### src/rtl/gray_to_bin_seq_if.sv
// rtl/gray_to_bin_seq_if.sv - Gray word in / binary result out handshake bundle
interface gray_to_bin_seq_if #(
    parameter int WIDTH = 4,
    parameter int CNT_W = 8
);
    logic             in_valid;
    logic             in_ready;
    logic [WIDTH-1:0] gray_in;
    logic             out_valid;
    logic             out_ready;
    logic [WIDTH-1:0] bin_out;
    logic             adj_err;
    logic [CNT_W-1:0] err_count;

    modport slave (
        input  in_valid, gray_in, out_ready,
        output in_ready, out_valid, bin_out, adj_err, err_count
    );

    modport master (
        output in_valid, gray_in, out_ready,
        input  in_ready, out_valid, bin_out, adj_err, err_count
    );
endinterface

### src/rtl/gray_to_bin_seq.sv
// rtl/gray_to_bin_seq.sv - serial MSB-first Gray-to-binary decoder with adjacency checking
module gray_to_bin_seq #(
    parameter int WIDTH = 4,
    parameter int CNT_W = 8
) (
    input  logic              clk,
    input  logic              rst,
    gray_to_bin_seq_if.slave  bus
);
    localparam int IDX_W = (WIDTH > 1) ? $clog2(WIDTH) : 1;

    typedef enum logic [1:0] {
        S_IDLE   = 2'd0,
        S_DECODE = 2'd1,
        S_DONE   = 2'd2
    } state_t;

    state_t             r_state;
    state_t             w_next_state;
    logic [WIDTH-1:0]   r_g;
    logic [WIDTH-1:0]   r_b;
    logic [IDX_W-1:0]   r_idx;
    logic               r_carry;
    logic [WIDTH-1:0]   r_prev;
    logic               r_have_prev;
    logic               r_err_next;
    logic [WIDTH-1:0]   r_bin;
    logic               r_adj;
    logic [CNT_W-1:0]   r_cnt;
    logic               w_bit;
    logic               w_err;
    logic [WIDTH-1:0]   w_full;
    logic               w_in_ready;
    logic               w_out_valid;

    // r_carry holds the previously resolved (more significant) binary bit; zero before the MSB.
    assign w_bit = r_carry ^ r_g[r_idx];
    assign w_err = r_have_prev && ($countones(bus.gray_in ^ r_prev) != 1);

    always_comb begin
        w_full    = r_b;
        w_full[0] = w_bit;
    end

    always_comb begin
        w_next_state = r_state;
        w_in_ready   = 1'b0;
        w_out_valid  = 1'b0;
        case (r_state)
            S_IDLE: begin
                w_in_ready = 1'b1;
                if (bus.in_valid) w_next_state = S_DECODE;
            end
            S_DECODE: begin
                if (r_idx == '0) w_next_state = S_DONE;
            end
            S_DONE: begin
                w_out_valid = 1'b1;
                if (bus.out_ready) w_next_state = S_IDLE;
            end
            default: w_next_state = S_IDLE;
        endcase
    end

    always_ff @(posedge clk) begin
        if (rst) begin
            r_state     <= S_IDLE;
            r_g         <= '0;
            r_b         <= '0;
            r_idx       <= '0;
            r_carry     <= 1'b0;
            r_prev      <= '0;
            r_have_prev <= 1'b0;
            r_err_next  <= 1'b0;
            r_bin       <= '0;
            r_adj       <= 1'b0;
            r_cnt       <= '0;
        end else begin
            r_state <= w_next_state;
            case (r_state)
                S_IDLE: begin
                    if (bus.in_valid) begin
                        r_g         <= bus.gray_in;
                        r_b         <= '0;
                        r_carry     <= 1'b0;
                        r_idx       <= IDX_W'(WIDTH - 1);
                        r_err_next  <= w_err;
                        r_prev      <= bus.gray_in;
                        r_have_prev <= 1'b1;
                    end
                end
                S_DECODE: begin
                    r_b[r_idx] <= w_bit;
                    r_carry    <= w_bit;
                    r_idx      <= r_idx - 1'b1;
                    if (r_idx == '0) begin
                        r_bin <= w_full;
                        r_adj <= r_err_next;
                        if (r_err_next && (r_cnt != '1)) r_cnt <= r_cnt + 1'b1;
                    end
                end
                default: ;
            endcase
        end
    end

    assign bus.in_ready  = w_in_ready;
    assign bus.out_valid = w_out_valid;
    assign bus.bin_out   = r_bin;
    assign bus.adj_err   = r_adj;
    assign bus.err_count = r_cnt;
endmodule
### src/flat_wrapper.sv
// flat-port wrapper written by rule: the top's interface ports become plain ports
module gray_to_bin_seq_flat 
#(
    parameter int WIDTH = 4,
    parameter int CNT_W = 8
)
  (clk, rst, bus_in_valid, bus_gray_in, bus_out_ready, bus_in_ready, bus_out_valid, bus_bin_out, bus_adj_err, bus_err_count);
  gray_to_bin_seq_if #(.WIDTH(WIDTH), .CNT_W(CNT_W)) bus_i ();
  input  logic clk;
  input  logic rst;
  input wire logic [$bits(bus_i.in_valid)-1:0] bus_in_valid;
  input wire logic [$bits(bus_i.gray_in)-1:0] bus_gray_in;
  input wire logic [$bits(bus_i.out_ready)-1:0] bus_out_ready;
  output wire logic [$bits(bus_i.in_ready)-1:0] bus_in_ready;
  output wire logic [$bits(bus_i.out_valid)-1:0] bus_out_valid;
  output wire logic [$bits(bus_i.bin_out)-1:0] bus_bin_out;
  output wire logic [$bits(bus_i.adj_err)-1:0] bus_adj_err;
  output wire logic [$bits(bus_i.err_count)-1:0] bus_err_count;
  assign bus_i.in_valid = bus_in_valid;
  assign bus_i.gray_in = bus_gray_in;
  assign bus_i.out_ready = bus_out_ready;
  assign bus_in_ready = bus_i.in_ready;
  assign bus_out_valid = bus_i.out_valid;
  assign bus_bin_out = bus_i.bin_out;
  assign bus_adj_err = bus_i.adj_err;
  assign bus_err_count = bus_i.err_count;
  gray_to_bin_seq #(.WIDTH(WIDTH), .CNT_W(CNT_W)) u_core (.clk(clk), .rst(rst), .bus(bus_i));
endmodule
### config.mk
export PLATFORM = sky130hd
export DESIGN_NAME = gray_to_bin_seq_flat
export DESIGN_NICKNAME = d
export VERILOG_FILES = /design/src/rtl/gray_to_bin_seq_if.sv /design/src/rtl/gray_to_bin_seq.sv /design/src/flat_wrapper.sv
export SDC_FILE = /design/constraint.sdc
export NUM_CORES = 1
export LEC_CHECK = 0
export ABC_AREA = 1
export CAP_MARGIN = 0
export CORE_MARGIN = 10
export CORE_UTILIZATION = 32
export DETAILED_ROUTE_END_ITERATION = 8
export HOLD_SLACK_MARGIN = 0.1
export SLEW_MARGIN = 10
export SYNTH_ARGS = -nofsm -noshare
export SYNTH_HDL_FRONTEND = slang
export SYNTH_SLANG_ARGS = --single-unit
### constraint.sdc
create_clock -name clk -period 2.4 [get_ports clk]
set_input_delay 0.6 -clock clk [delete_from_list [all_inputs] [get_ports clk]]
set_output_delay 0.6 -clock clk [all_outputs]
set_load 0.05 [all_outputs]
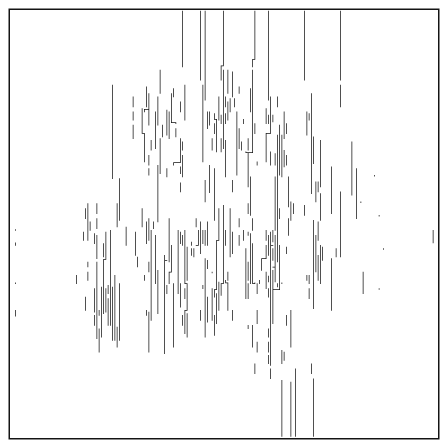
(images/m2.png)
main direction = vertical
nets with wire on the layer = 188
longest straight run = 27.2 um
share of all routed wire = 46%
wire length on this layer = 1,440 um

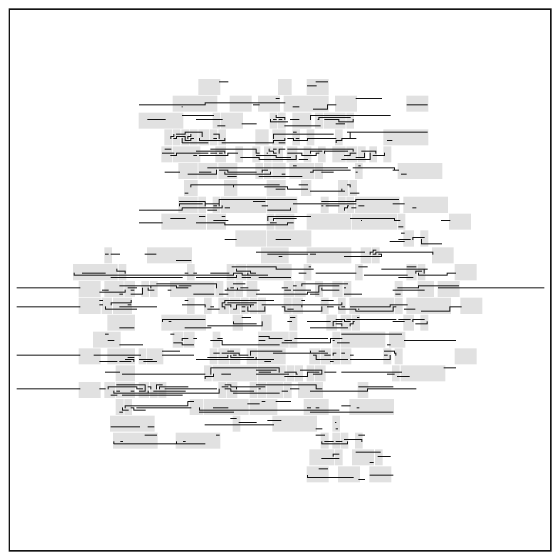
(images/m1.png)
wire length on this layer = 1,510 um
longest straight run = 25.8 um
share of all routed wire = 49%
nets with wire on the layer = 220

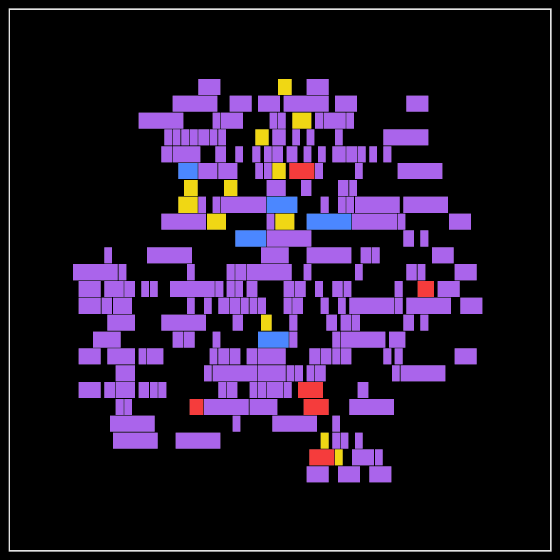
(images/sizing.png)
x1 and smaller -> purple  # cells 198, most used nand2_1
x3 and x4 -> red  # cells 6, most used nand2_4
x2 -> yellow  # cells 12
x6 and larger -> blue  # cells 5, most used clkbuf_8
Worst Slack Setup Final: 0.0548 ns
relative area change from synthesis to final layout: 22.9%
count of plain and timing-repair buffers: 23

==> run notes <==
Flow results are below.

- The run finished with clean final reports.
- In this run the critical register-to-register path is captured at u_core.r_err_next.
- The power per cell area is 557 mW/mm^2, for reference.
- Clock tree synthesis selected as its root buffer the cell sky130_fd_sc_hd__clkbuf_8.
- The number of clock buffers in the layout is 3, for reference.
- Using the TritonRoute via totals, the vias-per-cell ratio works out to 4.62.
- Per the detail_route log, met2 wirelength is 1.44 mm.
- The number of placed instances, taps included, is 269.
- The data arrival time reported for the critical path is 2.51 ns.
- The power share of the clock group is 26.5%, for reference.
- The number of non-filler instances in the completed layout is 273, for reference.
- The startpoint kind of the worst setup timing path is an input port, for reference.
- The worst path uses 97.7% of the clock period.
- The worst slew margin relative to its limit is 66.3%, for reference.
- The multi-input combinational cells in the finished layout cover a total of 778 sq um.
- The number of failing hold endpoints at the final stage is 0, for reference.
- The clock slew at the register clock pins of the worst setup and hold paths is 0.09 ns, for reference.
- The fraction of standard cell area that is sequential is 30.4%, for reference.
- Walking the worst path, the cells encountered are clkdlybuf4s50_1, xor2_1, ha_1, ha_1, fa_1, o31ai_1, a21oi_1.
- The summed area of non-filler cells in the final layout is 0.00178 sq mm, for reference.
- For met2 alone, demand over resource in global routing was 14.3%.
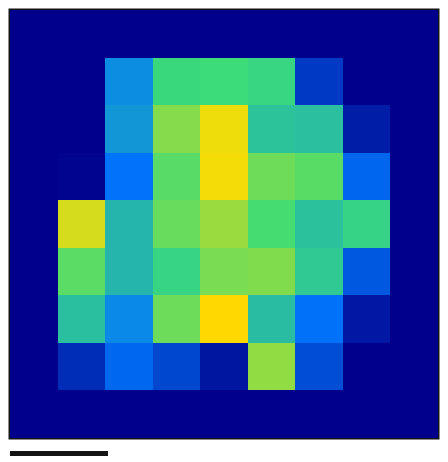
(images/util_map.png)
The bar under the picture is 20 um long. The die is cut into 9 by 9 equal tiles; dark blue is low, red is high, 0 to 100% covered.
mean over tiles = 23%
emptiest ninth of the die = lower right
densest ninth of the die = centre
nearly empty tiles = 46%
tiles over 75% full = 1.2%
fullest tile = 75%

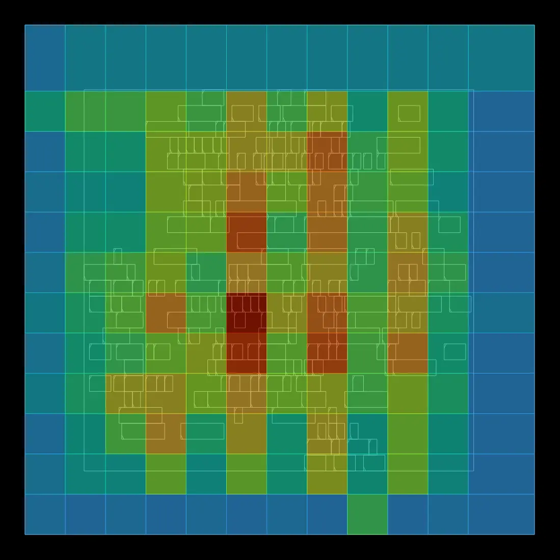
(images/congestion_map.png)
fin util: 40.8%
peak-usage layer in the global routing report: met2
fraction of met3 tracks used by global routing: 2.06%
wire per inst: 11.4 um

[state kept, by name (all words and copies together) (netlist names)]
name,cells
u_core.bus.adj_err,1
u_core.bus.bin_out,4
u_core.bus.err_count,8
u_core.r_b,3
u_core.r_carry,1
u_core.r_err_next,1
u_core.r_g,4
u_core.r_have_prev,1
u_core.r_idx,2
u_core.r_state,2
[worst max path at each step]
stage	from	endpoint	slack, ns	cells after the start
2_1_floorplan	bus_gray_in[0]	u_core.r_err_next	0.33	6
3_3_place_gp	bus_gray_in[0]	u_core.r_err_next	-0.17	7
3_5_place_dp	bus_gray_in[1]	u_core.r_err_next	-0.24	7
4_1_cts	bus_gray_in[1]	u_core.r_err_next	0.06	7
5_1_grt	bus_gray_in[1]	u_core.r_err_next	0.01	7
6_report	bus_gray_in[1]	u_core.r_err_next	0.05	7
[stage by stage]
stage          util [%]  setup TNS (ns)  worst slack, ns
4_1_cts            40.8               0           0.0615
3_3_place_gp       39.8          -0.167           -0.167
6_report           40.8               0           0.0548
3_5_place_dp       39.8          -0.239           -0.239
2_1_floorplan         -               0            0.334
5_1_grt            40.8               0          0.00990
[power by group through the flow]
stage          Clock, W  Sequential, W  Combinational (W)
6_report       0.000262       0.000496           0.000231
5_1_grt        0.000297       0.000499           0.000263
4_1_cts        0.000273       0.000496           0.000235
3_5_place_dp          0       0.000506           0.000236
3_3_place_gp          0       0.000506           0.000226
2_1_floorplan         0       0.000512           0.000158
[cells by family after synthesis]
logic type,count (synthesis),synth area share (%)
AND/OR/NAND/NOR,93,30.0
buffers and inverters,32,8.82
flip-flops,27,37.4
XOR/XNOR,7,4.24
adder cells (fa/ha/maj),9,8.30
AND-OR/OR-AND,28,11.2
[cell usage after synthesis]
cell / count
sky130_fd_sc_hd__nor3_1: 1
sky130_fd_sc_hd__a21oi_1: 9
sky130_fd_sc_hd__nand2_1: 39
sky130_fd_sc_hd__nand3_1: 16
sky130_fd_sc_hd__o21ai_0: 12
sky130_fd_sc_hd__nand2_4: 3
sky130_fd_sc_hd__nor2_4: 1
sky130_fd_sc_hd__fa_1: 1
sky130_fd_sc_hd__inv_2: 2
sky130_fd_sc_hd__buf_1: 1
sky130_fd_sc_hd__o31ai_1: 1
sky130_fd_sc_hd__inv_4: 1
sky130_fd_sc_hd__nor2_1: 25
sky130_fd_sc_hd__inv_1: 26
sky130_fd_sc_hd__nor2_2: 1
sky130_fd_sc_hd__nor2_8: 1
sky130_fd_sc_hd__o21a_1: 2
sky130_fd_sc_hd__ha_1: 8
sky130_fd_sc_hd__xor2_1: 6
sky130_fd_sc_hd__xnor2_1: 1
sky130_fd_sc_hd__a21oi_2: 4
sky130_fd_sc_hd__nand4_1: 2
sky130_fd_sc_hd__dfxtp_1: 27
sky130_fd_sc_hd__nand2_2: 4
sky130_fd_sc_hd__clkbuf_1: 1
sky130_fd_sc_hd__inv_6: 1
[critical path: cells and delay by family]
| kind | cells | cell delay, ns |
|---|---|---|
| adder cells (fa/ha/maj) | 3 | 0.91 |
| buffers and inverters | 1 | 0.50 |
| AND-OR/OR-AND | 2 | 0.33 |
| XOR/XNOR | 1 | 0.17 |
Power and IR drop assume default switching activity.
